===== config.mk =====
export PLATFORM = sky130hd
export DESIGN_NAME = jit_template_sequencer_flat
export DESIGN_NICKNAME = d
export VERILOG_FILES = /design/src/rtl/jit_template_sequencer_pkg.sv /design/src/rtl/jit_template_sequencer_if.sv /design/src/rtl/jit_template_sequencer.sv /design/src/flat_wrapper.sv
export SDC_FILE = /design/constraint.sdc
export NUM_CORES = 1
export LEC_CHECK = 0
export CORE_MARGIN = 2
export CORE_UTILIZATION = 45
export CTS_BUF_LIST = sky130_fd_sc_hd__clkbuf_16
export CTS_CLUSTER_DIAMETER = 30
export DETAILED_ROUTE_END_ITERATION = 10
export HOLD_SLACK_MARGIN = 0.03
export PLACE_DENSITY = 0.84
export SYNTH_ARGS = -nofsm -noshare
export SYNTH_HDL_FRONTEND = slang
export SYNTH_SLANG_ARGS = --single-unit

===== constraint.sdc =====
create_clock -name clk -period 3.9 [get_ports clk]
set_clock_uncertainty 0.05 [all_clocks]
set_input_delay 0.78 -clock clk [delete_from_list [all_inputs] [get_ports clk]]
set_output_delay 0.78 -clock clk [all_outputs]
set_load 0.005 [all_outputs]

===== src/rtl/jit_template_sequencer_pkg.sv =====
// Shared types and constants for the JIT template sequencer: FSM states, trap codes,
// special instruction-address ROM values and template word field positions.
package jit_template_sequencer_pkg;

  typedef enum logic [2:0] {
    IDLE   = 3'd0,
    LOOKUP = 3'd1,
    FETCH  = 3'd2,
    EMIT   = 3'd3,
    TRAP   = 3'd4
  } state_t;

  localparam logic [1:0] TRAP_NONE        = 2'd0;
  localparam logic [1:0] TRAP_UNSUPPORTED = 2'd1;
  localparam logic [1:0] TRAP_ILLEGAL     = 2'd2;
  localparam logic [1:0] TRAP_OVERRUN     = 2'd3;

  localparam logic [6:0] ADR_NONE     = 7'd0;
  localparam logic [6:0] ADR_ILLEGAL  = 7'd127;
  localparam logic [6:0] ADR_LAST_PC  = 7'd126;

  // Template ROM word layout: {patch, last, word[31:0]}
  localparam int TW_PATCH    = 33;
  localparam int TW_LAST     = 32;
  localparam int TW_WORD_MSB = 31;

endpackage


===== src/rtl/jit_template_sequencer_if.sv =====
// Bytecode, ROM and ARM-word handshake bundle around the template sequencer.
// master = sequencer side, slave = surrounding front end / ROMs.
interface jit_template_sequencer_if;
  logic        bc_valid;
  logic        bc_ready;
  logic [7:0]  bc_opcode;
  logic [15:0] bc_operand;
  logic [8:0]  adr_rom_in;
  logic [6:0]  adr_rom_out;
  logic        tmpl_en;
  logic [6:0]  tmpl_addr;
  logic [33:0] tmpl_data;
  logic        arm_valid;
  logic        arm_ready;
  logic [31:0] arm_word;
  logic        arm_last;
  logic        trap_valid;
  logic [1:0]  trap_code;
  logic [7:0]  trap_opcode;
  logic        busy;

  modport master (
    input  bc_valid, bc_opcode, bc_operand, adr_rom_out, tmpl_data, arm_ready,
    output bc_ready, adr_rom_in, tmpl_en, tmpl_addr, arm_valid, arm_word, arm_last,
           trap_valid, trap_code, trap_opcode, busy
  );

  modport slave (
    output bc_valid, bc_opcode, bc_operand, adr_rom_out, tmpl_data, arm_ready,
    input  bc_ready, adr_rom_in, tmpl_en, tmpl_addr, arm_valid, arm_word, arm_last,
           trap_valid, trap_code, trap_opcode, busy
  );
endinterface


===== src/rtl/jit_template_sequencer.sv =====
// Per-bytecode control: looks up the template start for {wide, opcode}, then walks the
// template ROM emitting one (optionally operand-patched) ARM word per handshake.
module jit_template_sequencer
  import jit_template_sequencer_pkg::*;
#(
  parameter int         MAX_TMPL_LEN = 16,
  parameter logic [7:0] WIDE_OPCODE  = 8'hC4,
  parameter int         PATCH_BITS   = 12
) (
  input logic                      clk,
  input logic                      rst_n,
  jit_template_sequencer_if.master bus
);

  localparam int CNT_W = (MAX_TMPL_LEN > 1) ? $clog2(MAX_TMPL_LEN) : 1;

  state_t             state, state_nxt;
  logic               wide_q;
  logic               wide_lat_q;
  logic [7:0]         opcode_q;
  logic [15:0]        operand_q;
  logic [6:0]         pc_q;
  logic [CNT_W-1:0]   cnt_q;
  logic [1:0]         trap_q;
  logic               emit_first_q;
  logic [33:0]        hold_q;
  logic [33:0]        tmpl_cur;
  logic [31:0]        word_out;
  logic               overrun;

  // The ROM word is only on tmpl_data in the first EMIT cycle; afterwards the held copy is used
  assign tmpl_cur = emit_first_q ? bus.tmpl_data : hold_q;
  assign overrun  = (int'(cnt_q) == MAX_TMPL_LEN - 1) || (pc_q == ADR_LAST_PC);

  always_comb begin
    word_out = tmpl_cur[TW_WORD_MSB:0];
    if (tmpl_cur[TW_PATCH])
      word_out[PATCH_BITS-1:0] = operand_q[PATCH_BITS-1:0];
  end

  always_ff @(posedge clk or negedge rst_n) begin
    if (!rst_n) begin
      state        <= IDLE;
      wide_q       <= 1'b0;
      pc_q         <= '0;
      cnt_q        <= '0;
      trap_q       <= TRAP_NONE;
      emit_first_q <= 1'b0;
    end else begin
      state        <= state_nxt;
      emit_first_q <= (state == FETCH);
      if (state == IDLE && bus.bc_valid)
        wide_q <= (bus.bc_opcode == WIDE_OPCODE);
      if (state == LOOKUP) begin
        pc_q  <= bus.adr_rom_out;
        cnt_q <= '0;
        if (bus.adr_rom_out == ADR_NONE)
          trap_q <= TRAP_UNSUPPORTED;
        else if (bus.adr_rom_out == ADR_ILLEGAL)
          trap_q <= TRAP_ILLEGAL;
      end
      if (state == EMIT && bus.arm_ready && !tmpl_cur[TW_LAST]) begin
        if (overrun)
          trap_q <= TRAP_OVERRUN;
        else begin
          pc_q  <= pc_q + 7'd1;
          cnt_q <= cnt_q + 1'b1;
        end
      end
    end
  end

  // Operand/opcode and the held template word are pure data: no reset needed
  always_ff @(posedge clk) begin
    if (state == IDLE && bus.bc_valid && bus.bc_opcode != WIDE_OPCODE) begin
      opcode_q   <= bus.bc_opcode;
      operand_q  <= bus.bc_operand;
      wide_lat_q <= wide_q;
    end
    if (state == EMIT)
      hold_q <= tmpl_cur;
  end

  always_comb begin
    state_nxt = state;
    case (state)
      IDLE:
        if (bus.bc_valid && bus.bc_opcode != WIDE_OPCODE)
          state_nxt = LOOKUP;
      LOOKUP:
        if (bus.adr_rom_out == ADR_NONE || bus.adr_rom_out == ADR_ILLEGAL)
          state_nxt = TRAP;
        else
          state_nxt = FETCH;
      FETCH:
        state_nxt = EMIT;
      EMIT:
        if (bus.arm_ready) begin
          if (tmpl_cur[TW_LAST])
            state_nxt = IDLE;
          else if (overrun)
            state_nxt = TRAP;
          else
            state_nxt = FETCH;
        end
      TRAP:
        state_nxt = IDLE;
      default:
        state_nxt = IDLE;
    endcase
  end

  always_comb begin
    bus.bc_ready    = (state == IDLE);
    bus.busy        = (state != IDLE);
    bus.adr_rom_in  = '0;
    bus.tmpl_en     = 1'b0;
    bus.tmpl_addr   = '0;
    bus.arm_valid   = 1'b0;
    bus.arm_word    = '0;
    bus.arm_last    = 1'b0;
    bus.trap_valid  = 1'b0;
    bus.trap_code   = '0;
    bus.trap_opcode = '0;
    case (state)
      LOOKUP: bus.adr_rom_in = {wide_lat_q, opcode_q};
      FETCH: begin
        bus.tmpl_en   = 1'b1;
        bus.tmpl_addr = pc_q;
      end
      EMIT: begin
        bus.arm_valid = 1'b1;
        bus.arm_word  = word_out;
        bus.arm_last  = tmpl_cur[TW_LAST];
      end
      TRAP: begin
        bus.trap_valid  = 1'b1;
        bus.trap_code   = trap_q;
        bus.trap_opcode = opcode_q;
      end
      default: ;
    endcase
  end

endmodule


===== src/flat_wrapper.sv =====
// flat-port wrapper written by rule: the top's interface ports become plain ports
module jit_template_sequencer_flat import jit_template_sequencer_pkg::*;
#(
  parameter int         MAX_TMPL_LEN = 16,
  parameter logic [7:0] WIDE_OPCODE  = 8'hC4,
  parameter int         PATCH_BITS   = 12
)
  (clk, rst_n, bus_bc_valid, bus_bc_opcode, bus_bc_operand, bus_adr_rom_out, bus_tmpl_data, bus_arm_ready, bus_bc_ready, bus_adr_rom_in, bus_tmpl_en, bus_tmpl_addr, bus_arm_valid, bus_arm_word, bus_arm_last, bus_trap_valid, bus_trap_code, bus_trap_opcode, bus_busy);
  jit_template_sequencer_if bus_i ();
  input logic clk;
  input logic rst_n;
  input wire logic [$bits(bus_i.bc_valid)-1:0] bus_bc_valid;
  input wire logic [$bits(bus_i.bc_opcode)-1:0] bus_bc_opcode;
  input wire logic [$bits(bus_i.bc_operand)-1:0] bus_bc_operand;
  input wire logic [$bits(bus_i.adr_rom_out)-1:0] bus_adr_rom_out;
  input wire logic [$bits(bus_i.tmpl_data)-1:0] bus_tmpl_data;
  input wire logic [$bits(bus_i.arm_ready)-1:0] bus_arm_ready;
  output wire logic [$bits(bus_i.bc_ready)-1:0] bus_bc_ready;
  output wire logic [$bits(bus_i.adr_rom_in)-1:0] bus_adr_rom_in;
  output wire logic [$bits(bus_i.tmpl_en)-1:0] bus_tmpl_en;
  output wire logic [$bits(bus_i.tmpl_addr)-1:0] bus_tmpl_addr;
  output wire logic [$bits(bus_i.arm_valid)-1:0] bus_arm_valid;
  output wire logic [$bits(bus_i.arm_word)-1:0] bus_arm_word;
  output wire logic [$bits(bus_i.arm_last)-1:0] bus_arm_last;
  output wire logic [$bits(bus_i.trap_valid)-1:0] bus_trap_valid;
  output wire logic [$bits(bus_i.trap_code)-1:0] bus_trap_code;
  output wire logic [$bits(bus_i.trap_opcode)-1:0] bus_trap_opcode;
  output wire logic [$bits(bus_i.busy)-1:0] bus_busy;
  assign bus_i.bc_valid = bus_bc_valid;
  assign bus_i.bc_opcode = bus_bc_opcode;
  assign bus_i.bc_operand = bus_bc_operand;
  assign bus_i.adr_rom_out = bus_adr_rom_out;
  assign bus_i.tmpl_data = bus_tmpl_data;
  assign bus_i.arm_ready = bus_arm_ready;
  assign bus_bc_ready = bus_i.bc_ready;
  assign bus_adr_rom_in = bus_i.adr_rom_in;
  assign bus_tmpl_en = bus_i.tmpl_en;
  assign bus_tmpl_addr = bus_i.tmpl_addr;
  assign bus_arm_valid = bus_i.arm_valid;
  assign bus_arm_word = bus_i.arm_word;
  assign bus_arm_last = bus_i.arm_last;
  assign bus_trap_valid = bus_i.trap_valid;
  assign bus_trap_code = bus_i.trap_code;
  assign bus_trap_opcode = bus_i.trap_opcode;
  assign bus_busy = bus_i.busy;
  jit_template_sequencer #(.MAX_TMPL_LEN(MAX_TMPL_LEN), .WIDE_OPCODE(WIDE_OPCODE), .PATCH_BITS(PATCH_BITS)) u_core (.clk(clk), .rst_n(rst_n), .bus(bus_i));
endmodule

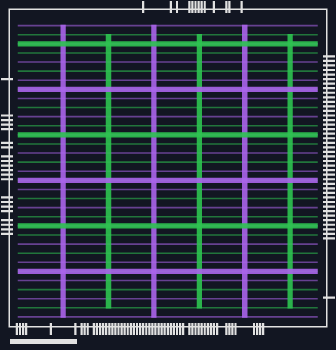
(images/floorplan.png)
The bar under the picture is 20 um long. Pins as bars on the die edge.
| colour | net |
|---|---|
| purple | VSS |
| green | VDD |
rows: 32
signal pins: 133

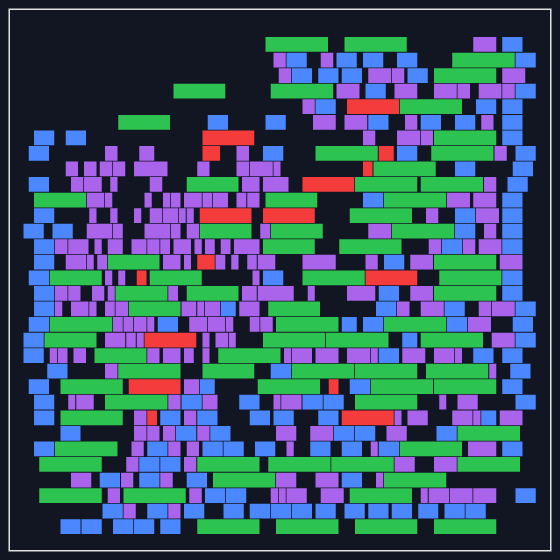
(images/class_map.png)
| colour | class | cells |
|---|---|---|
| red | clock drivers and dummy loads | 16 |
| purple | remaining logic cells | 209 |
| blue | remaining buffers and delay cells | 133 |
| green | registers | 73 |

==> results.txt <==
Results of the full flow below.

Power:
- The run puts the share of power burned in the clock network at 19.7%.
- Ranked by power, first place goes to combinational logic.
- The run gives the leakage component of the power as 1.97 nW.
- The power report lists the sequential group at 0.00139 W.
- The run gives the sequential share of power as 36.5%.

Synthesis:
- The run gives the warning count from the yosys run as 0.
- After synthesis, the most frequently instantiated cells are edfxtp_1, and2_1, mux2_2.
- Yosys stat counts 297 cells in the synthesized netlist.
- The run puts the share of the synthesized area in the top cell type at 44.9%.
- The run gives the adder-cell area share of the yosys netlist as 1.02%.
- The run gives the tally of unique sky130hd cells used after synthesis as 49.

Clock network:
- Looking at the clock tree report, the root buffer type is clkbuf_16.
- The run puts the maximum buffer depth of the clock tree at 2.
- The number of gates resized after CTS was 0.
- The run gives the setup fix buffers added after clock tree synthesis as 0.
- Counting the buffers created by CTS gives 9.
- The run puts the clock-pin slew on the worst setup and hold paths at 0.06 ns.

Timing:
- The run puts the accumulated negative setup slack at 0 ns.
- The run puts the maximum achievable frequency at 291 MHz.
- Setup repair after global routing left no endpoint under its margin.

Floorplanning:
- The run puts the initial standard-cell utilization of the core at 47.1%.
- The run gives the floorplan die area as 0.00892 mm2.
- During I/O placement, the number of pins put on the boundary was 133.

Global routing:
- The run gives the first-pass GRT wire length as 14.0 mm.
- The run puts the via count of the first global-routing pass at 2818.

Drt:
- The run gives the first-iteration detailed-routing DRC count as 129.
- The run puts the detail-routed net length per standard cell at 16.9 um.
- Signal nets in the final route climb as high as met4.
- TritonRoute reported its final design rule violation total as 0.

Final layout:
- The run puts the flip-flop count of the largest register, all copies and words added at 34.
- The library cells used most frequently in the layout, excluding fill and tap cells, are clkdlybuf4s50_1, edfxtp_1, and2_1.
- Between the synthesized netlist and the finished layout, the area growth was recorded as 44.9%.

Placed design:
- The run gives the worst slack at placement as 0.682 ns.
- The run puts the final RePlAce weighted congestion at 0.842.
- The run gives the number of placed cells counting well taps as 517.

Worst hold path:
- The run puts the depth of the worst hold-timing path at 0.

Critical path:
- In this run the number of cells on the critical path is 5.
- The most critical setup path has its startpoint at u_core.state[0]$_DFFE_PN0P_.
- The timing report gives the biggest stage delay along the critical path as 0.59 ns.
- The run gives the kind of cell with the highest combined delay on the critical path as simple AND/OR/NAND/NOR gates.
- The run gives the end point of the critical path as bus_arm_word[12].
- Along the critical path, the tally of buffer and inverter instances is 2.
- The run gives the startpoint type of the worst setup path as a register.
- The run puts the endpoint required time on the critical path at 3.07 ns.

Run status:
- The flow ran to the end, and the final reports show no timing, DRC or antenna violations.
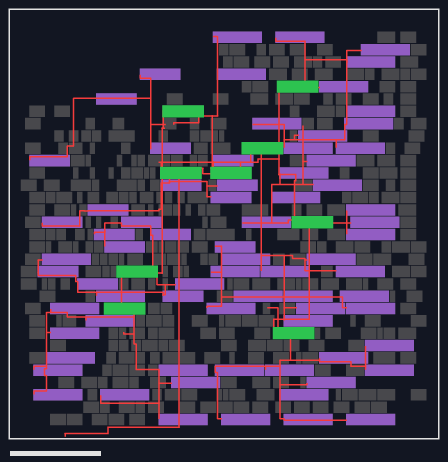
(images/clock_wires.png)
The bar under the picture is 20 um long.
[purple] flip-flops | count: 73
[red] clock wires | length: 958 um
[green] clock-net drivers | count: 9
routed clock nets: 10
flops lie: spread over the die

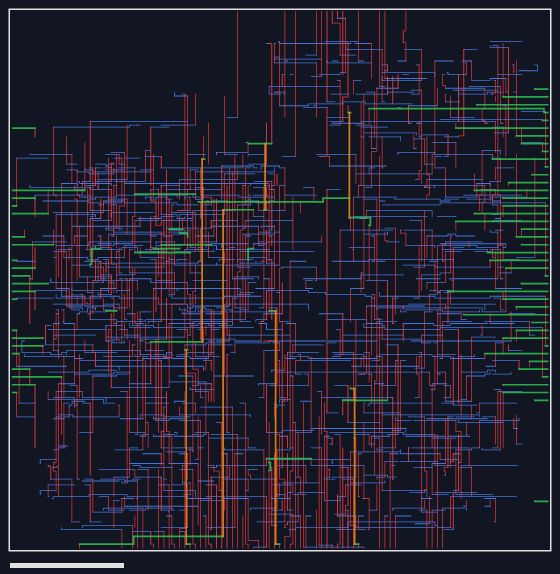
(images/layers.png)
The bar under the picture is 20 um long.
| colour | layer | wire length |
|---|---|---|
| blue | M1 | 3790 um |
| orange | M4 | 221 um |
| red | M2 | 4480 um |
| green | M3 | 538 um |

-- per-layer routing --
| layer | up-vias | global-route usage [%] |
|---|---|---|
| li1 | 1340 | - |
| met1 | 1374 | 24.3 |
| met2 | 106 | 35.6 |
| met3 | 16 | 4.31 |
| met4 | 0 | 11.2 |
| met5 | - | 0 |
-- cell type report --
| cell class | count | area [um2] |
|---|---|---|
| Clock inverter | 7 | 45.0 |
| Multi-Input combinational cell | 203 | 1480 |
| Tap cell | 102 | 128 |
| Timing Repair Buffer | 133 | 1320 |
| Fill cell | 566 | 2480 |
| Clock buffer | 9 | 225 |
| Sequential cell | 73 | 2100 |
| Inverter | 6 | 35.0 |
Power figures rest on the tool's default switching activity, not on a simulated workload.
